Fig. 1: wires at chosen ports, followed through buffers
The bar under the picture is 50 um long.
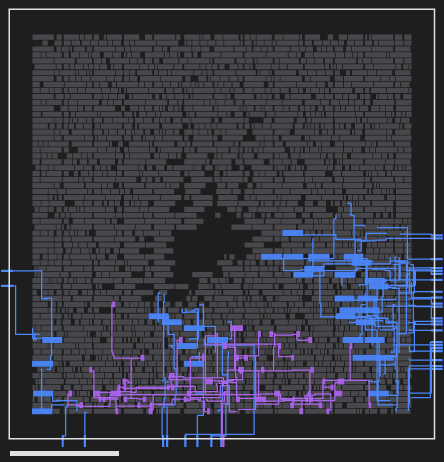
Fig. 2: close-up of the layout
The bar under the picture is 10 um long. Region (36, 36) to (61, 61) um. Cells in grey, sequential cells in the stronger grey; small squares are vias.
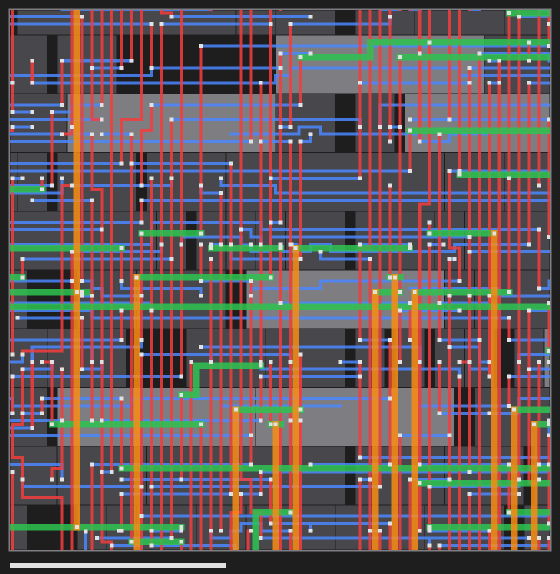
<file path="config.mk">
export PLATFORM = sky130hd
export DESIGN_NAME = tcm_arbiter
export DESIGN_NICKNAME = d
export VERILOG_FILES = /design/src/rtl/tcm_arbiter.sv
export SDC_FILE = /design/constraint.sdc
export NUM_CORES = 1
export LEC_CHECK = 0
export ABC_AREA = 1
export CAP_MARGIN = 40
export CORE_AREA = 10 10 184 186
export CTS_BUF_LIST = sky130_fd_sc_hd__clkbuf_4
export DETAILED_ROUTE_END_ITERATION = 10
export DIE_AREA = 0 0 194 196
export GPL_ROUTABILITY_DRIVEN = 0
export GPL_TIMING_DRIVEN = 0
export PLACE_DENSITY = 0.8
export SLEW_MARGIN = 20
export SYNTH_ARGS = -nofsm -noshare
export SYNTH_HDL_FRONTEND = slang
export SYNTH_SLANG_ARGS = --single-unit
</file>
<file path="constraint.sdc">
create_clock -name clk_i -period 1.3 [get_ports clk_i]
set_input_delay 0.26 -clock clk_i [delete_from_list [all_inputs] [get_ports clk_i]]
set_output_delay 0.26 -clock clk_i [all_outputs]
set_load 0.1 [all_outputs]
</file>
<file path="src/rtl/tcm_arbiter.sv">
// ---------------------------------------------------------------------------
// TcmArbiter
// Serialises three core-side requesters onto one shared single-port TCM:
// instruction fetch, store-buffer read (load) and store-buffer write.
// Fixed priority is write > read > fetch. A starvation counter lets a
// waiting fetch win once STARVE_LIMIT store-buffer grants in a row have gone
// past it. Every output is registered.
//
// Ports
//   clk_i, rst_ni                     clock, asynchronous active-low reset
//   fetch_arb_addr_i/req_i            fetch request (payload held until ack)
//   arb_fetch_data_o/ack_o            fetch read data and completion pulse
//   stbuf_arb_read_addr_i/size_i/req_i     load request
//   stbuf_arb_write_addr_i/size_i/req_i    store request
//   stbuf_arb_data_i                  store data
//   arb_stbuf_data_o                  load data (low REG_DATA_WIDTH bits)
//   arb_stbuf_read_ack_o/write_ack_o  load/store completion pulses
//   arb_tcm_addr_o/size_o/data_o      granted access towards the TCM
//   arb_tcm_rd_o/wr_o                 TCM read/write strobes (one-hot or 0)
//   tcm_arb_data_i/ack_i              TCM read data and completion
// ---------------------------------------------------------------------------
module tcm_arbiter #(
  parameter int ADDR_WIDTH     = 32,
  parameter int SIZE_WIDTH     = 2,
  parameter int REG_DATA_WIDTH = 32,
  parameter int BUS_DATA_WIDTH = 128,
  parameter int STARVE_LIMIT   = 4
) (
  input  logic                      clk_i,
  input  logic                      rst_ni,
  input  logic [ADDR_WIDTH-1:0]     fetch_arb_addr_i,
  input  logic                      fetch_arb_req_i,
  output logic [BUS_DATA_WIDTH-1:0] arb_fetch_data_o,
  output logic                      arb_fetch_ack_o,
  input  logic [ADDR_WIDTH-1:0]     stbuf_arb_read_addr_i,
  input  logic [SIZE_WIDTH-1:0]     stbuf_arb_read_size_i,
  input  logic                      stbuf_arb_read_req_i,
  input  logic [ADDR_WIDTH-1:0]     stbuf_arb_write_addr_i,
  input  logic [SIZE_WIDTH-1:0]     stbuf_arb_write_size_i,
  input  logic [REG_DATA_WIDTH-1:0] stbuf_arb_data_i,
  input  logic                      stbuf_arb_write_req_i,
  output logic [REG_DATA_WIDTH-1:0] arb_stbuf_data_o,
  output logic                      arb_stbuf_read_ack_o,
  output logic                      arb_stbuf_write_ack_o,
  output logic [ADDR_WIDTH-1:0]     arb_tcm_addr_o,
  output logic [SIZE_WIDTH-1:0]     arb_tcm_size_o,
  output logic [REG_DATA_WIDTH-1:0] arb_tcm_data_o,
  output logic                      arb_tcm_rd_o,
  output logic                      arb_tcm_wr_o,
  input  logic [BUS_DATA_WIDTH-1:0] tcm_arb_data_i,
  input  logic                      tcm_arb_ack_i
);

  localparam logic [1:0] ST_IDLE = 2'd0;
  localparam logic [1:0] ST_BUSY = 2'd1;
  localparam logic [1:0] ST_RESP = 2'd2;

  localparam logic [1:0] OWN_FETCH = 2'd0;
  localparam logic [1:0] OWN_READ  = 2'd1;
  localparam logic [1:0] OWN_WRITE = 2'd2;

  localparam int              CNT_W      = $clog2(STARVE_LIMIT + 1);
  localparam logic [CNT_W-1:0] STARVE_MAX = CNT_W'(STARVE_LIMIT);

  logic [1:0]                state_q, state_d;
  logic [1:0]                owner_q, owner_d;
  logic [CNT_W-1:0]          starve_q, starve_d;
  logic [ADDR_WIDTH-1:0]     addr_q, addr_d;
  logic [SIZE_WIDTH-1:0]     size_q, size_d;
  logic [REG_DATA_WIDTH-1:0] wdata_q, wdata_d;
  logic                      rd_q, rd_d;
  logic                      wr_q, wr_d;
  logic [BUS_DATA_WIDTH-1:0] fetch_data_q, fetch_data_d;
  logic [REG_DATA_WIDTH-1:0] stbuf_data_q, stbuf_data_d;
  logic                      fetch_ack_q, fetch_ack_d;
  logic                      read_ack_q, read_ack_d;
  logic                      write_ack_q, write_ack_d;
  logic                      any_req;
  logic                      fetch_wins;

  // Fetch normally has lowest priority; it jumps the queue only once the
  // store buffer has taken STARVE_LIMIT consecutive grants while it waited.
  assign any_req    = fetch_arb_req_i | stbuf_arb_read_req_i | stbuf_arb_write_req_i;
  assign fetch_wins = fetch_arb_req_i &
                      ((starve_q == STARVE_MAX) |
                       ~(stbuf_arb_read_req_i | stbuf_arb_write_req_i));

  // Next-state logic. The payload is copied into the output registers at
  // grant time, so later changes on the requester side have no effect.
  // Ack pulses default low and are only raised on the BUSY->RESP step,
  // which makes them exactly one cycle wide.
  always_comb begin
    state_d      = state_q;
    owner_d      = owner_q;
    starve_d     = starve_q;
    addr_d       = addr_q;
    size_d       = size_q;
    wdata_d      = wdata_q;
    rd_d         = rd_q;
    wr_d         = wr_q;
    fetch_data_d = fetch_data_q;
    stbuf_data_d = stbuf_data_q;
    fetch_ack_d  = 1'b0;
    read_ack_d   = 1'b0;
    write_ack_d  = 1'b0;

    case (state_q)
      ST_IDLE: begin
        if (any_req) begin
          state_d = ST_BUSY;
          if (fetch_wins) begin
            owner_d  = OWN_FETCH;
            addr_d   = fetch_arb_addr_i;
            size_d   = '0;
            wdata_d  = '0;
            rd_d     = 1'b1;
            wr_d     = 1'b0;
            starve_d = '0;
          end else begin
            if (stbuf_arb_write_req_i) begin
              owner_d = OWN_WRITE;
              addr_d  = stbuf_arb_write_addr_i;
              size_d  = stbuf_arb_write_size_i;
              wdata_d = stbuf_arb_data_i;
              rd_d    = 1'b0;
              wr_d    = 1'b1;
            end else begin
              owner_d = OWN_READ;
              addr_d  = stbuf_arb_read_addr_i;
              size_d  = stbuf_arb_read_size_i;
              wdata_d = '0;
              rd_d    = 1'b1;
              wr_d    = 1'b0;
            end
            // A store-buffer grant only counts against fetch if fetch is
            // actually waiting; otherwise the streak is broken.
            if (!fetch_arb_req_i) begin
              starve_d = '0;
            end else if (starve_q != STARVE_MAX) begin
              starve_d = starve_q + CNT_W'(1);
            end
          end
        end
      end

      ST_BUSY: begin
        if (tcm_arb_ack_i) begin
          state_d = ST_RESP;
          rd_d    = 1'b0;
          wr_d    = 1'b0;
          case (owner_q)
            OWN_FETCH: begin
              fetch_data_d = tcm_arb_data_i;
              fetch_ack_d  = 1'b1;
            end
            OWN_READ: begin
              stbuf_data_d = tcm_arb_data_i[REG_DATA_WIDTH-1:0];
              read_ack_d   = 1'b1;
            end
            default: begin
              write_ack_d = 1'b1;
            end
          endcase
        end
      end

      ST_RESP: begin
        state_d = ST_IDLE;
      end

      default: begin
        state_d = ST_IDLE;
      end
    endcase
  end

  // State and output registers. Reset abandons any in-flight access
  // without producing an ack.
  always_ff @(posedge clk_i or negedge rst_ni) begin
    if (!rst_ni) begin
      state_q      <= ST_IDLE;
      owner_q      <= OWN_FETCH;
      starve_q     <= '0;
      addr_q       <= '0;
      size_q       <= '0;
      wdata_q      <= '0;
      rd_q         <= 1'b0;
      wr_q         <= 1'b0;
      fetch_data_q <= '0;
      stbuf_data_q <= '0;
      fetch_ack_q  <= 1'b0;
      read_ack_q   <= 1'b0;
      write_ack_q  <= 1'b0;
    end else begin
      state_q      <= state_d;
      owner_q      <= owner_d;
      starve_q     <= starve_d;
      addr_q       <= addr_d;
      size_q       <= size_d;
      wdata_q      <= wdata_d;
      rd_q         <= rd_d;
      wr_q         <= wr_d;
      fetch_data_q <= fetch_data_d;
      stbuf_data_q <= stbuf_data_d;
      fetch_ack_q  <= fetch_ack_d;
      read_ack_q   <= read_ack_d;
      write_ack_q  <= write_ack_d;
    end
  end

  assign arb_tcm_addr_o        = addr_q;
  assign arb_tcm_size_o        = size_q;
  assign arb_tcm_data_o        = wdata_q;
  assign arb_tcm_rd_o          = rd_q;
  assign arb_tcm_wr_o          = wr_q;
  assign arb_fetch_data_o      = fetch_data_q;
  assign arb_fetch_ack_o       = fetch_ack_q;
  assign arb_stbuf_data_o      = stbuf_data_q;
  assign arb_stbuf_read_ack_o  = read_ack_q;
  assign arb_stbuf_write_ack_o = write_ack_q;

endmodule

</file>
==> flow_summary.yaml <==
# physical design summary
route:
  topRoutingLayerUsed: "met5"
  drcViolationCount: 0
  met1_length_mm: 28.0
  wl_per_cell_um: 36.1
  ant_nets: 0
  route.met2.wl_mm: 43.9
  wl_met3_mm: 11.8
  drt-total-wl_mm: 95.4
  via_per_inst: 6.04
sta:
  relSlewSlack_pct: 50.6
  holdWs_ns: -0.432
  layout_setup_ws_ns: -0.493
  finalSetupViolCount: 466
  fin_setup_tns_ns: -122.63
  max_freq_mhz: 558
  slew_violations: 0
  finalCriticalPeriod_ns: 1.79
  hold_viol_final: 77
  skew_ns: 0.100
  rsz0062_at_grt: "yes"
  period_used_pct: 138
  worstMarginPinSlew_ns: 0.741
yosys:
  synth_top_cell_by_count: "nand2_1"
  ys_cells: 1242
  postSynthSeqShare_pct: 58.9
  netlist_instances: 1242
  synthMuxAreaShare_pct: 0
  yosys_warnings: 0
  ys.flops: 238
  ys_sh_adder_pct: 0.248
  avgSynthCellArea_um2: 8.14
  ys.flop_type: "dfrtp_1"
  top_area_share_pct: 58.9
  yosys.cell_types.count: 17
  synthSimpleGateAreaFrac_pct: 30.5
  ys_area_um2: 10100
  aoi_share_pct: 3.45
  async_reset_ff_share_pct: 100
  synth-edff-count: 0
  fp_nets: 1510
  largest_area_cell: "dfrtp_1"
  ys_sh_xor_pct: 0
  synthTopCellsByCount: "670 x nand2_1, 238 x dfrtp_1, 104 x nand3_1"
  syn_area_um2: 10100
  topCombFamilyByArea: "simple AND/OR/NAND/NOR gates"
  topCellsByArea: "dfrtp_1 59%, nand2_1 25%, nand3_1 5.2%"
place:
  portBuffers: 495
  place_ws_ns: -0.963
  hpwl_mm: 43.9
  dp_cells: 2366
  dpl_cell_area_um2: 21100
worst_setup_path:
  crit_type: "reg2out"
  cpLargestDelayFamily: "flip-flops"
  crit_cells: 2
  path_max_fanout: 2
  r2r-start: "starve_q[1]$_DFFE_PN0P_"
  crit_buf_inv: 2
  critPathArrivalTime_ns: 1.53
  worstSetupStartpointType: "flip-flop"
  critPathRequiredTime_ns: 1.04
  crit_path_end_kind: "output port"
  r2r-end: "arb_tcm_addr_o[30]$_DFFE_PN0P_"
  regToRegSetupSlack_ns: -0.46
  cpPeakStageDelay_ns: 0.47
grt:
  overflow: 0
  met2_usage_pct: 68.1
  grtUsageMet3_pct: 15.0
  grt.busiest_layer: "met2"
  grt_pass1_wl_mm: 116
  grt_use_met1_pct: 40.1
  grt_start_max_net_pins: 85
  track_usage_pct: 41.1
  antenna_found_initial: 21
final_layout:
  utilization_pct: 90.7
  area_delta_synth_final_pct: 172
  comb_area_um2: 6390
  final.fill_count: 939
  clockBufferCount: 92
  non_clock_buffer_count: 931
  seq_area_share_pct: 22.3
  clock_area_share_pct: 3.08
  flops: 238
  buffer_area_share_pct: 48.2
  final-instance-count-excl-fill: 2640
  comb_area_share_pct: 23.3
  nNonClkInverters: 77
  drive_gt1_share_pct: 63.8
  nets: 2442
clock_network:
  cts_root_buf: "clkbuf_4"
  htreeDepth: 3
  clkTransAtPathRegs_ns: 0.10
  numCtsBuffers: 71
  clock_sinks: 238
  cts_tree: "done"
  cts_resized: 1753
outcome:
  outcome: "finished, violations left"
  violations: "negative hold slack, negative setup slack"
floorplan:
  ios: 497
  tap_cells: 396
  initial_core_util_pct: 33.4
  chipHeight_um: 196
job:
  maxCapViolCount: 0
  warning_count: 33
min_path:
  min_path_type: "in2async"
-- Fig. 1 (at the start) --
stbuf_arb_write_req_i: marked purple, bits 1, direction input, end cells 68, buffers 8, wire 1140 um. arb_tcm_data_o: marked blue, bits 32, direction output, end cells 32, buffers 45, wire 2170 um.

-- Fig. 2 (at the start) --
met3: marked green. met2: marked red. met4: marked orange. met1: marked blue.
Most frequent: nand2_1 (11), nand3_2 (6). Netlist names of flops here include arb_tcm_addr_o (6). Sequential cells in the window: 6. 53 logic cells have their middle in the window.

registers in the layout, indices dropped and copies added, names as in the netlist, 2 cells and up:
signal and flops:
arb_fetch_data_o 128, arb_stbuf_data_o 32, arb_tcm_addr_o 32, arb_tcm_data_o 32, starve_q 3, arb_tcm_size_o 2
owner_q 2, state_q 2
cells in the final DEF, fill, tap and decap left out, drive strengths merged:
cell type,instances
nand2,671
buf,639
clkdlybuf4s50,263
dfrtp,238
clkbuf,121
nand3,104
inv,79
o21ai,68
clkinv,27
diode,20
nor2,6
ha,2
nor3,1
nand3b,1
or2,1
a21oi,1
clkinvlp,1
bufinv,1
